Figure 1. Routed metal, one color a layer (run 1).
Drawn at 4 px/um. Two of the layers only.
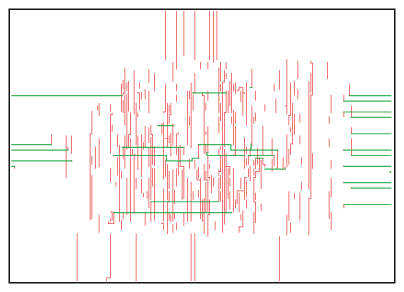
Figure 2. Drive-strength map (run 1).
Drawn at 4 px/um.
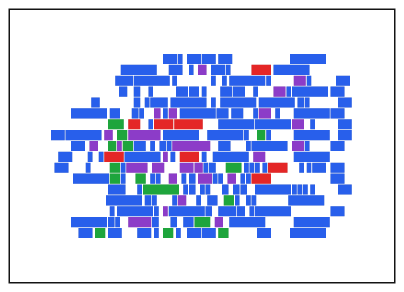
Figure 3. Ports around the boundary (run 1).
Drawn at 4 px/um. Pins as bars across the die edge, other pins in gray.
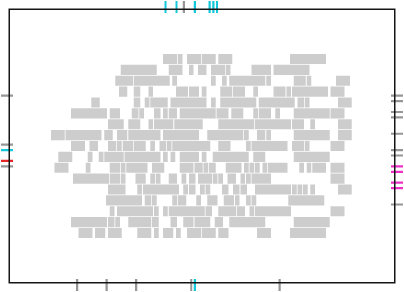
Figure 4. Cell outlines without signal wires (run 1).
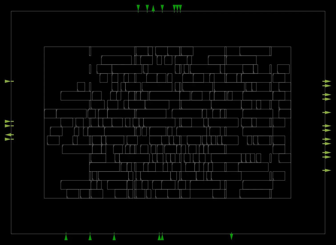
## config.mk

```make
export PLATFORM = sky130hd
export DESIGN_NAME = seq_divider
export DESIGN_NICKNAME = d
export VERILOG_FILES = /design/src/rtl/seq_divider.sv
export SDC_FILE = /design/constraint.sdc
export NUM_CORES = 1
export LEC_CHECK = 0
export ABC_AREA = 1
export CAP_MARGIN = 20
export CORE_AREA = 10 10 86 58
export DETAILED_ROUTE_END_ITERATION = 6
export DIE_AREA = 0 0 96 68
export PLACE_DENSITY = 0.76
export SLEW_MARGIN = 15
export SYNTH_ARGS = -nofsm -noshare
export SYNTH_HDL_FRONTEND = slang
export SYNTH_SLANG_ARGS = --single-unit
```

## constraint.sdc

```tcl
create_clock -name clk -period 1.6 [get_ports clk]
set_input_delay 0.24 -clock clk [delete_from_list [all_inputs] [get_ports clk]]
set_output_delay 0.24 -clock clk [all_outputs]
set_load 0.01 [all_outputs]
```

## src/rtl/seq_divider.sv

```systemverilog
// seq_divider: sequential restoring divider, one quotient bit per clock.
// An N-bit dividend is divided by an M-bit divisor behind a start/busy/done
// handshake. A result takes N+1 edges, counting the accepting edge.
// Optional feature macro: SEQ_DIVIDER_ZERO_CHECK_EN. When it is defined, a
// zero divisor bypasses the iteration, completes one edge after acceptance
// and raises div_by_zero. When it is undefined, a zero divisor runs the
// normal iteration and div_by_zero is tied low.
module seq_divider #(
  parameter int N = 8,
  parameter int M = 4
) (
  input  logic         clk,
  input  logic         rst_n,
  input  logic         start,
  input  logic [N-1:0] dividend,
  input  logic [M-1:0] divisor,
  output logic         busy,
  output logic         done,
  output logic [N-1:0] quotient,
  output logic [M-1:0] remainder,
  output logic         div_by_zero
);

  localparam int CW = $clog2(N + 1);

  // ZDIV is reachable only when the zero-divisor shortcut is compiled in.
  typedef enum logic [1:0] {IDLE, RUN, ZDIV} state_t;

  state_t         state, state_nx;
  logic [N-1:0]   q_reg, q_nx;      // dividend shifts out, quotient shifts in
  logic [M-1:0]   d_reg, d_nx;      // latched divisor
  logic [M-1:0]   r_reg, r_nx;      // restored partial remainder, always < D
  logic [CW-1:0]  cnt, cnt_nx;      // quotient bits still to produce
  logic           busy_nx, done_nx;
  logic [N-1:0]   quot_nx;
  logic [M-1:0]   rem_nx;

  // After each restore the partial remainder is below D, so it fits in M
  // bits. Only the shifted value needs the extra top bit for the compare.
  logic [M:0]     r_sh;
  logic           ge;
  logic [M-1:0]   r_diff;

  assign r_sh   = {r_reg, q_reg[N-1]};
  assign ge     = (r_sh >= {1'b0, d_reg});
  // The true difference is below D whenever ge holds, so M bits are exact.
  assign r_diff = r_sh[M-1:0] - d_reg;

`ifdef SEQ_DIVIDER_ZERO_CHECK_EN
  logic dbz_reg, dbz_nx;
  assign div_by_zero = dbz_reg;
`else
  assign div_by_zero = 1'b0;
`endif

  // Next-state, datapath and registered-output logic.
  always_comb begin
    // NOTE: every signal gets a default first so that no path leaves it unassigned (no latches).
    state_nx = state;
    q_nx     = q_reg;
    d_nx     = d_reg;
    r_nx     = r_reg;
    cnt_nx   = cnt;
    busy_nx  = busy;
    done_nx  = 1'b0;
    quot_nx  = quotient;
    rem_nx   = remainder;
`ifdef SEQ_DIVIDER_ZERO_CHECK_EN
    dbz_nx   = dbz_reg;
`endif
    case (state)
      IDLE: begin
        if (start) begin
          q_nx    = dividend;
          d_nx    = divisor;
          r_nx    = '0;
          cnt_nx  = CW'(N);
          busy_nx = 1'b1;
          state_nx = RUN;
`ifdef SEQ_DIVIDER_ZERO_CHECK_EN
          if (divisor == '0) state_nx = ZDIV;
`endif
        end
      end
      RUN: begin
        q_nx   = (q_reg << 1) | N'(ge);
        r_nx   = ge ? r_diff : r_sh[M-1:0];
        cnt_nx = cnt - CW'(1);
        if (cnt == CW'(1)) begin
          state_nx = IDLE;
          busy_nx  = 1'b0;
          done_nx  = 1'b1;
          quot_nx  = q_nx;
          rem_nx   = r_nx;
`ifdef SEQ_DIVIDER_ZERO_CHECK_EN
          dbz_nx   = 1'b0;
`endif
        end
      end
`ifdef SEQ_DIVIDER_ZERO_CHECK_EN
      ZDIV: begin
        // The result matches what the full iteration would give for D == 0.
        state_nx = IDLE;
        busy_nx  = 1'b0;
        done_nx  = 1'b1;
        quot_nx  = '1;
        rem_nx   = q_reg[M-1:0];
        dbz_nx   = 1'b1;
      end
`endif
      default: begin
        state_nx = IDLE;
        busy_nx  = 1'b0;
      end
    endcase
  end

  // State, datapath and output registers.
  always_ff @(posedge clk or negedge rst_n) begin
    if (!rst_n) begin
      // NOTE: the working registers are reset too. This is cheap at this size
      //       and keeps the state after an abort deterministic.
      state     <= IDLE;
      q_reg     <= '0;
      d_reg     <= '0;
      r_reg     <= '0;
      cnt       <= '0;
      busy      <= 1'b0;
      done      <= 1'b0;
      quotient  <= '0;
      remainder <= '0;
`ifdef SEQ_DIVIDER_ZERO_CHECK_EN
      dbz_reg   <= 1'b0;
`endif
    end else begin
      // NOTE: non-blocking assignments make all registers update together from pre-edge values.
      state     <= state_nx;
      q_reg     <= q_nx;
      d_reg     <= d_nx;
      r_reg     <= r_nx;
      cnt       <= cnt_nx;
      busy      <= busy_nx;
      done      <= done_nx;
      quotient  <= quot_nx;
      remainder <= rem_nx;
`ifdef SEQ_DIVIDER_ZERO_CHECK_EN
      dbz_reg   <= dbz_nx;
`endif
    end
  end

endmodule
```

==> impl_metrics.env, run 1 <==
# source this file to load flow results
export IMPL_crit_family="adder cells"
export IMPL_status="finished, final reports clean"
export IMPL_clkTransAtPathRegs_ns=0.07
export IMPL_drt_drc_violations_left=0
export IMPL_clock_fmax_ghz=0.644
export IMPL_synth_async_reset_ratio_pct=100
export IMPL_cp_required_ns=1.79
export IMPL_dr_wl_met3_um=331
export IMPL_yosys_warnings=0
export IMPL_path_buffers=2
export IMPL_synth_nets=195
export IMPL_powerDensity_nw_per_um2=2330
export IMPL_critical_path_max_stage_delay_ns=0.37
export IMPL_mostFrequentLayoutCells="nand2_1, dfrtp_1, clkdlybuf4s50_1"
export IMPL_vdd_drop_max_mv=1.13
export IMPL_warnings=27
export IMPL_htreeDepth=2
export IMPL_hold_buffers=0
export IMPL_arrival_ns=1.74
export IMPL_ys_seq_share_pct=51.7
export IMPL_final_common_cell="nand2_1"
export IMPL_hold_class="in2async"
export IMPL_instances_no_fill=259
export IMPL_setup_viol=0
export IMPL_num_io_pins=30
export IMPL_antenna_found_initial=0
export IMPL_ant_nets=0
export IMPL_syn_area_um2=1650
export IMPL_power_switching_mw=2.10
export IMPL_critPathSlowestCell="dfrtp_1"
export IMPL_skew_ns=0.00615
export IMPL_p_int_mw=2.89
export IMPL_drv_cap=0
export IMPL_flop_cell="dfrtp_1"
export IMPL_grt_pass1_wl_um=5620
export IMPL_drive_above_1_share_pct=23.1
export IMPL_ys_types=28
export IMPL_clock_latency_ns=0.29
export IMPL_hold_viol_final=0
export IMPL_critical_path_class="reg2reg"
export IMPL_clock_power_share_pct=13.2
export IMPL_globalRouteOverflowTotal=0
export IMPL_top_cells_by_area="dfrtp_1, nand2_1, ha_1, inv_1, o221ai_1"
export IMPL_ys_flops=34
export IMPL_power_mw=4.99
export IMPL_grt_max_degree=35
-- Figure 1 (at the start) --
| color | layer | wire length |
|---|---|---|
| red | met2 | 1540 um |
| green | met3 | 332 um |
GRT Util Overall: 11.1%
DR vias: 1270
total wire length: 3590 um
drt wl/cell: 13.9 um

-- Figure 2 (at the start) --
| color | size | cells | share |
|---|---|---|---|
| red | drive 6 and up | 8 | 3.8% |
| green | drive 3 to 4 | 15 | 7.1% |
| blue | drive 1 or less | 163 | 77% |
| purple | drive 2 | 26 | 12% |
number of non-clock buffers in the layout: 36
slack of the critical path: 0.0483 ns
fin area: 2140 um^2
Area Growth Syn to Fin: 30.2%

-- Figure 3 (at the start) --
| color | port | pins | direction | edge |
|---|---|---|---|---|
| cyan | dividend | 8 | input | 6 north, 1 south, 1 west |
| red | busy | 1 | output | west |
| magenta | remainder | 4 | output | east |
all pins by edge: 12 east, 7 north, 6 south, 5 west
die height: 68 um
Port Buffers: 28
Die Span X: 96 um

-- Figure 4 (at the start) --
filler cell count: 303
TAP cells: 47
Seq/total area: 39.7%

run 1: routing by layer:
| layer | GRT usage, % | up-vias |
|---|---|---|
| li1 | - | 635 |
| met1 | 15.7 | 591 |
| met2 | 15.1 | 38 |
| met3 | 4.48 | 6 |
| met4 | 3.30 | 0 |
| met5 | 0 | - |
run 1: synth_stat cells (all sizes together), types with 2 or more instances:
cell / count
nand3b: 2
inv: 22
o21ai: 13
nand3: 11
o221ai: 7
ha: 6
buf: 5
nor2: 7
dfrtp: 34
a31oi: 2
nand2: 57
run 1: power by group through the flow:
stage          combinational [mW]  clock [mW]  sequential (mW)
4_1_cts                      2.46       0.672             1.52
2_1_floorplan                1.66           0             1.55
6_report                     2.81       0.661             1.53
3_5_place_dp                 2.45           0             1.52
5_1_grt                      3.18       0.713             1.57
3_3_place_gp                 2.40           0             1.50
run 1: worst paths after layout:
| kind | startpoint | slack (ns) | cells after the start | end |
|---|---|---|---|---|
| min reg2reg | remainder[0] | 0.48 | 2 | remainder[0] |
| min in group clk | remainder[0] | 0.48 | 2 | remainder[0] |
| max | q_reg[7] | 0.05 | 8 | remainder[2] |
| max in group asynchronous | rst_n | 0.92 | 2 | busy |
| max reg2reg | q_reg[7] | 0.05 | 8 | remainder[2] |
| min | rst_n | 0.35 | 2 | d_reg[1] |
run 1: cells by family after synthesis:
| family | Yosys count | synth area share (%) |
|---|---|---|
| xor+xnor | 1 | 0.532 |
| buf+inv | 27 | 8.81 |
| fa+ha+maj | 7 | 5.78 |
| flops | 34 | 51.7 |
| simple gates | 77 | 21.4 |
| compound gates | 26 | 11.6 |
| other cells | 1 | 0.228 |
run 1: timing repair:
action / in CTS / in global routing
buffers inserted: 0 / 3
pin swaps: 1 / 2
setup endpoints to repair: 3 / 9
hold endpoints to repair: 0 / 0
gates resized: 3 / 12
run 1: cell type report:
| cell class | instances | area, um^2 |
|---|---|---|
| clock buffer | 6 | 82.6 |
| clock inverter | 2 | 12.5 |
| sequential | 34 | 852 |
| multi-input combinational | 112 | 706 |
| timing repair buffer | 36 | 340 |
| inverter | 22 | 92.6 |
| tap | 47 | 58.8 |
| fill | 303 | 1340 |
run 1: stage by stage:
step	instance area, um^2	hold WS [ns]	utilization (%)
finish	2140	0.350	61.5
floorplan	1650	-0.0556	-
global route	2140	0.409	61.5
detailed placement	1970	0.467	56.5
global placement	1970	0.464	56.5
CTS	2070	0.366	59.3
==> run 2: changes to the inputs <==
- CAP_MARGIN: 20 -> 15
- GPL_ROUTABILITY_DRIVEN: unset -> 0
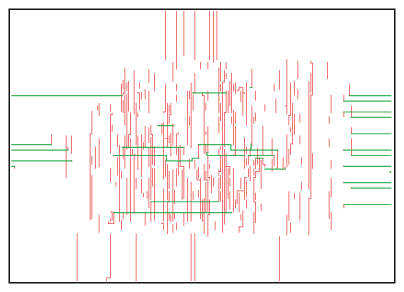
Figure 5: run 2, routed metal, one color a layer.
Drawn at 4 px/um. Two of the layers only.
| color | layer | wire length |
|---|---|---|
| red | met2 | 1540 um |
| green | met3 | 332 um |

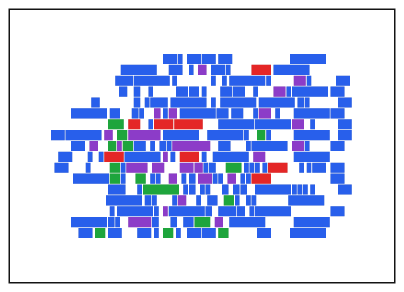
Figure 6: run 2, drive-strength map.
Drawn at 4 px/um.

==> impl_metrics.env, run 2 <==
# source this file to load flow results
export IMPL_ys_area_um2=1650
export IMPL_cts_sinks=34
export IMPL_dieArea_um2=6530
export IMPL_drive_above_1_share_pct=23.1
export IMPL_grt_use_met3_pct=4.48
export IMPL_ys_types=28
export IMPL_grt_pass1_wl_um=5620
export IMPL_use_met2_pct=15.1
export IMPL_hold_buffers=0
export IMPL_num_io_pins=30
export IMPL_enable_flop_cells=0
export IMPL_hold_viol_final=0
export IMPL_critical_path_max_stage_delay_ns=0.37
export IMPL_die_x_um=96
export IMPL_path_buffers=2
export IMPL_ant_nets=0
export IMPL_flop_cell="dfrtp_1"
export IMPL_track_usage_pct=11.1
export IMPL_grt_max_degree=35
export IMPL_drt_drc_violations_left=0
export IMPL_synthTopCellsByCount="nand2_1, dfrtp_1, inv_1, nand3_1, o221ai_1"
export IMPL_nNetsFinal=233
export IMPL_p_leak_nw=1.02
export IMPL_vdd_drop_max_mv=1.13
export IMPL_area_delta_synth_final_pct=30.2
export IMPL_cts_max_path_buffers=2
export IMPL_cts_root_buf="clkbuf_8"
export IMPL_skew_ns=0.00615
export IMPL_n_antenna_cell=0
export IMPL_hold_class="in2async"
export IMPL_htreeDepth=2
export IMPL_final_common_cell="nand2_1"
export IMPL_ys_seq_share_pct=51.7
export IMPL_vias=1270
export IMPL_cp_cell_sequence="inv_2, ha_2, inv_1, fa_2, xnor2_2, nand2_1, nand3_1, nand2_1"
export IMPL_status="finished, final reports clean"
export IMPL_wire_per_inst_um=13.9
export IMPL_crit_family="adder cells"
export IMPL_clkTransAtPathRegs_ns=0.07
export IMPL_syn_area_um2=1650
export IMPL_clock_fmax_ghz=0.644
export IMPL_path_max_fanout=3
export IMPL_hpwl_um=2550
export IMPL_first_iter_violations=76
export IMPL_r2r_start="q_reg[7]"
export IMPL_synth_nets=195
export IMPL_yosys_warnings=0
export IMPL_period_minus_slack_ns=1.55
export IMPL_setup_viol=0
export IMPL_drt_wl_total_um=3590
export IMPL_synth_avg_cell_area_um2=9.52
export IMPL_critPathMostFrequentCell="nand2_1"
export IMPL_cts_buffers=5
export IMPL_placedInstanceArea_um2=1970
export IMPL_mostFrequentLayoutCells="nand2_1, dfrtp_1, clkdlybuf4s50_1"
export IMPL_holdWs_ns=0.350
export IMPL_arrival_ns=1.74
export IMPL_grt_busiest_layer="met1"
export IMPL_first_global_vias=1206
export IMPL_drv_cap=0
export IMPL_power_mw=4.99
export IMPL_ys_flops=34
export IMPL_synth_async_reset_ratio_pct=100
export IMPL_antenna_found_initial=0
export IMPL_warnings=27
export IMPL_core_util_floorplan_pct=47.2
export IMPL_globalRouteOverflowTotal=0
export IMPL_cp_required_ns=1.79
export IMPL_most_common_cell="nand2_1"
export IMPL_port_buffers=28
export IMPL_critical_path_class="reg2reg"
export IMPL_fin_area_um2=2140
export IMPL_endpoint_kind="flip-flop"
export IMPL_use_met1_pct=15.7
export IMPL_core_um2=3490
export IMPL_clock_latency_ns=0.29
export IMPL_powerDensity_nw_per_um2=2330
export IMPL_critPathSlowestCell="dfrtp_1"
export IMPL_period_used_pct=97.0
export IMPL_die_h_um=68
export IMPL_top_cells_by_area="dfrtp_1, nand2_1, ha_1, inv_1, o221ai_1"
export IMPL_top_cell_area_share_pct=51.7
export IMPL_finalMaxSlewViolations=0
export IMPL_yosys_cells=173
export IMPL_routed_via_density=4.90
export IMPL_startpoint="q_reg[7]"
export IMPL_dr_pass1_iters=5
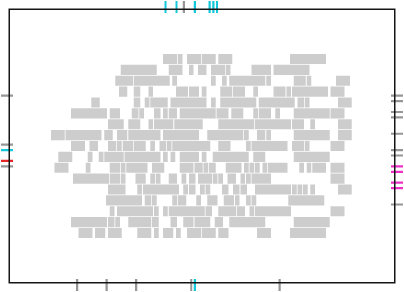
Figure 7: run 2, ports around the boundary.
Drawn at 4 px/um. Pins as bars across the die edge, other pins in gray.
| color | port | pins | direction | edge |
|---|---|---|---|---|
| cyan | dividend | 8 | input | 6 north, 1 south, 1 west |
| red | busy | 1 | output | west |
| magenta | remainder | 4 | output | east |
all pins by edge: 12 east, 7 north, 6 south, 5 west

-- run 2: layer usage --
metal / wire length (um) / vias to the layer above
li1: - / 635
met1: 1680 / 591
met2: 1540 / 38
met3: 331 / 6
met4: 35 / 0
met5: 0 / -
-- run 2: worst register-to-register path, cell delays in order, from the launching register on --
cell and delay, ns:
dfrtp_1 0.37, inv_2 0.07, ha_2 0.19, inv_1 0.07
fa_2 0.36, xnor2_2 0.16, nand2_1 0.09, nand3_1 0.09
nand2_1 0.05
-- run 2: final timing paths --
kind,slack [ns],end,depth (start not counted)
min in group clk,0.48,remainder[0],2
worst min register to register,0.48,remainder[0],2
max in group asynchronous,0.92,busy,2
worst max register to register,0.05,remainder[2],8
worst min-delay path,0.35,d_reg[1],2
worst max-delay path,0.05,remainder[2],8
-- run 2: metrics by stage --
stage	TNS, ns	setup WS [ns]	std cells	util [%]
floorplan	0	0.165	173	-
global placement	0	0.0131	248	56.5
detailed placement	-0.0632	-0.0322	248	56.5
CTS	0	0.0116	256	59.3
global route	-0.0643	-0.0180	259	61.5
finish	0	0.0483	259	61.5
-- run 2: where the power goes --
group          switching [mW]  total (mW)  internal, mW  leakage (nW)
clock                   0.316       0.661         0.346        0.0472
sequential              0.232        1.53          1.29         0.409
combinational            1.56        2.81          1.25         0.561
total                    2.10        4.99          2.89          1.02
-- run 2: cell type report --
| type | instances | area [um^2] |
|---|---|---|
| inverter | 22 | 92.6 |
| multi-input combinational | 112 | 706 |
| fill | 303 | 1340 |
| tap | 47 | 58.8 |
| clock inverter | 2 | 12.5 |
| clock buffer | 6 | 82.6 |
| sequential | 34 | 852 |
| timing repair buffer | 36 | 340 |
-- run 2: logic make-up after synthesis --
family	synth area share [%]
AND-OR/OR-AND	11.6
XOR/XNOR	0.532
adder cells (fa/ha/maj)	5.78
buffers and inverters	8.81
flip-flops	51.7
other	0.228
AND/OR/NAND/NOR	21.4
-- run 2: what timing repair did --
| action | 4_1_cts | 5_1_grt |
|---|---|---|
| hold endpoints to repair | 0 | 0 |
| gates cloned | 0 | 0 |
| endpoints found under the setup margin | 3 | 9 |
| setup buffers | 0 | 3 |
| gates resized | 3 | 12 |
| pin swaps | 1 | 2 |
Power is estimated from default activity; no workload was simulated.
